Figure 1. M2 wires.
(3 px per um)
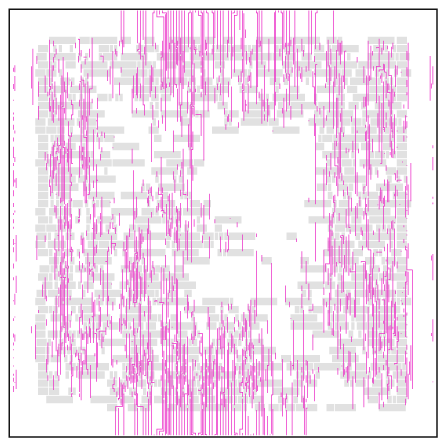
Figure 2. Ports around the boundary.
(3 px per um) Pins as bars across the die edge, other pins in grey.
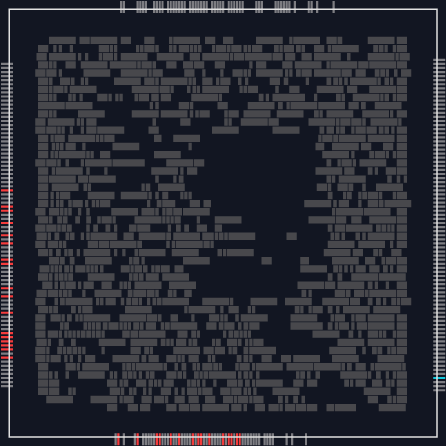
Figure 3. Close-up of the layout.
Window x 51 to 91, y 51 to 91 um. Cells in grey, sequential cells in the stronger grey; small squares are vias.
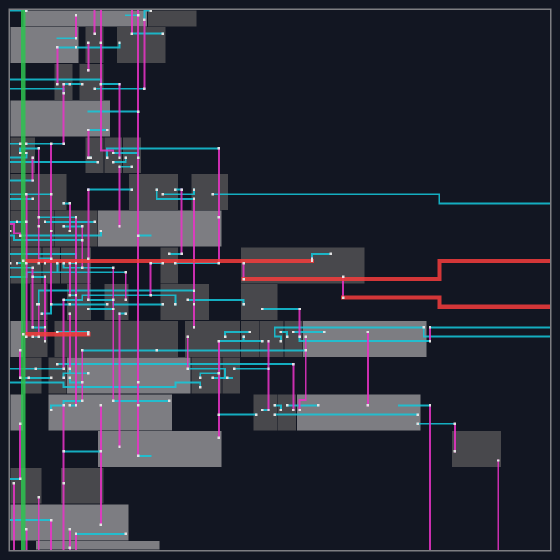
Figure 4. Cell outlines without signal wires.
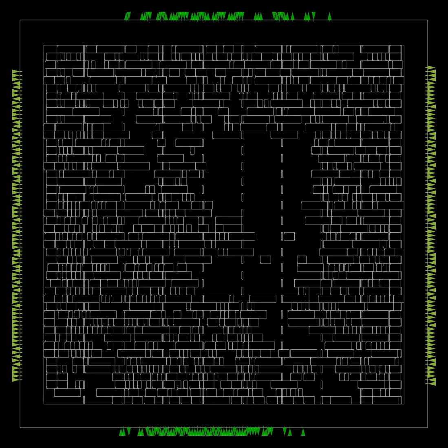
--- src/rtl/mem_arbiter.sv ---
// mem_arbiter: shares one single-ported memory between fetch and data ports,
// data-priority arbitration with a starvation limit for fetch.
module mem_arbiter #(
    parameter int MEM_LAT    = 1,
    parameter int STARVE_LIM = 4
) (
    input  logic        clk,
    input  logic        reset,
    input  logic        if_req,
    input  logic [31:0] if_addr,
    output logic [31:0] if_rdata,
    output logic        if_ready,
    input  logic        d_req,
    input  logic        d_we,
    input  logic [31:0] d_addr,
    input  logic [31:0] d_wdata,
    output logic [31:0] d_rdata,
    output logic        d_ready,
    output logic        mem_en,
    output logic        mem_we,
    output logic [31:0] mem_addr,
    output logic [31:0] mem_wdata,
    input  logic [31:0] mem_rdata,
    output logic        busy
);
    typedef enum logic [1:0] {IDLE, ACCESS, RESP} state_t;

    localparam logic [3:0] LAT = 4'(MEM_LAT);
    localparam logic [3:0] LIM = 4'(STARVE_LIM);

    state_t     state;
    logic       owner_d;
    logic       store;
    logic [3:0] cnt;
    logic [3:0] starve_cnt;
    logic       grant_d;

    // fetch only overrides data once it has lost STARVE_LIM grants in a row
    assign grant_d = d_req & ~(if_req & (starve_cnt == LIM));
    assign busy    = state != IDLE;

    always_ff @(posedge clk or posedge reset) begin
        if (reset) begin
            state      <= IDLE;
            owner_d    <= 1'b0;
            store      <= 1'b0;
            cnt        <= 4'd0;
            starve_cnt <= 4'd0;
            mem_en     <= 1'b0;
            mem_we     <= 1'b0;
            mem_addr   <= 32'd0;
            mem_wdata  <= 32'd0;
            if_ready   <= 1'b0;
            if_rdata   <= 32'd0;
            d_ready    <= 1'b0;
            d_rdata    <= 32'd0;
        end else begin
            case (state)
                IDLE: begin
                    if (if_req | d_req) begin
                        state      <= ACCESS;
                        owner_d    <= grant_d;
                        store      <= grant_d & d_we;
                        mem_en     <= 1'b1;
                        mem_we     <= grant_d & d_we;
                        mem_addr   <= grant_d ? d_addr : if_addr;
                        cnt        <= LAT;
                        starve_cnt <= (grant_d & if_req) ?
                                      ((starve_cnt == LIM) ? LIM : starve_cnt + 4'd1) : 4'd0;
                        if (grant_d)
                            mem_wdata <= d_wdata;
                    end
                end
                ACCESS: begin
                    mem_en <= 1'b0;
                    mem_we <= 1'b0;
                    cnt    <= cnt - 4'd1;
                    if (cnt == 4'd1) begin
                        state <= RESP;
                        if (owner_d) begin
                            d_ready <= 1'b1;
                            if (!store)
                                d_rdata <= mem_rdata;
                        end else begin
                            if_ready <= 1'b1;
                            if_rdata <= mem_rdata;
                        end
                    end
                end
                RESP: begin
                    state    <= IDLE;
                    if_ready <= 1'b0;
                    d_ready  <= 1'b0;
                end
                default: state <= IDLE;
            endcase
        end
    end
endmodule

--- config.mk ---
export PLATFORM = sky130hd
export DESIGN_NAME = mem_arbiter
export DESIGN_NICKNAME = d
export VERILOG_FILES = /design/src/rtl/mem_arbiter.sv
export SDC_FILE = /design/constraint.sdc
export NUM_CORES = 1
export LEC_CHECK = 0
export ABC_AREA = 1
export CORE_MARGIN = 8
export CORE_UTILIZATION = 39
export CTS_CLUSTER_SIZE = 12
export DETAILED_ROUTE_END_ITERATION = 8
export PLACE_DENSITY = 0.78
export SYNTH_ARGS = -nofsm -noshare
export SYNTH_HDL_FRONTEND = slang
export SYNTH_SLANG_ARGS = --single-unit
--- constraint.sdc ---
create_clock -name clk -period 4.8 [get_ports clk]
set_input_delay 0.96 -clock clk [delete_from_list [all_inputs] [get_ports clk]]
set_output_delay 0.96 -clock clk [all_outputs]
set_load 0.01 [all_outputs]
==> deck_impl_summary.md <==
Physical Implementation Snapshot

Outcome
  • Status: completed

Final timing
  • Relative slew slack: 0.312
  • Clock Skews: 0.00976 ns
  • Final WS setup: 1.80 ns

Floorplan
  • Die width: 142 um
  • Fp_density: 0.394

Placed design
  • Dpl hpwl: 12900 um
  • Inst Count DP: 1190

Critical path
  • Worst reg-to-reg setup slack: 2.44 ns

GRT
  • Overflow after GRT: 0
  • GR Util met3: 0.0735
  • Antenna violations before repair: 0

Cells and area
  • Utilization after layout: 0.609
  • Logic area: 0.00195 mm2

Clocking
  • TritonCTS clock tree: done
  • Clk slew on worst S/H paths: 0.06 ns

Route
  • First-pass iteration count of the detailed router: 6

Pwr
  • Leakage: 0.00480 uW
  • Largest power group: combinational logic

Synth
  • Xor+xnor area frac: 0.00283
  • Avg Inst Size Synth: 8.40 um2
  • Cells after synthesis: 738
  • Area fraction in mux cells: 0
Back to the opening pictures, Figure 1:
wire length on this layer: 8320 um
main direction: vertical
share of all routed wire: 46%
nets with wire on the layer: 888
longest straight run: 49.8 um
GRT met2 Usage: 0.288
Total Wirelength: 18000 um
total number of vias: 5571

Back to the opening pictures, Figure 2:
| colour | port | pins | direction | edge |
|---|---|---|---|---|
| cyan | d_ready | 1 | output | right |
| red | if_addr | 32 | input | 17 left, 15 bottom |
PortBufs: 265
Die H: 142 um

Back to the opening pictures, Figure 3:
| colour | layer |
|---|---|
| cyan | met1 |
| green | met4 |
| magenta | met2 |
| red | met3 |
cells with their middle in the window: 49
sequential cells in the window: 9
most frequent: nand2_1 (9), dfrtp_1 (9), inv_1 (6)
netlist names of flops here include: cnt (2), state (2)

Back to the opening pictures, Figure 4:
Core ar.: 0.0157 mm2
Seq/total area: 0.377
final cell count without fillers: 1221
TAP cells: 216

==> synthesized netlist by cell type (all sizes together) <==
| master | number | share of area |
|---|---|---|
| nand2 | 278 | 0.17 |
| ha | 4 | 0.0081 |
| dfrtp | 144 | 0.58 |
| nor2 | 8 | 0.0073 |
| xor2 | 1 | 0.0014 |
| o21ai | 73 | 0.059 |
| clkbuf | 9 | 0.0055 |
| o22ai | 3 | 0.0030 |
| nor3 | 1 | 0.00081 |
| a21oi | 1 | 0.00081 |
| nand4 | 2 | 0.0030 |
| nand3 | 73 | 0.061 |
| buf | 28 | 0.031 |
| xnor2 | 1 | 0.0014 |
| inv | 112 | 0.068 |
==> critical path, delay by kind of cell <==
family / cells / cell delay [ns]
AND/OR/NAND/NOR: 6 / 0.96
buffers and inverters: 2 / 1.42
Power is estimated from default activity; no workload was simulated.
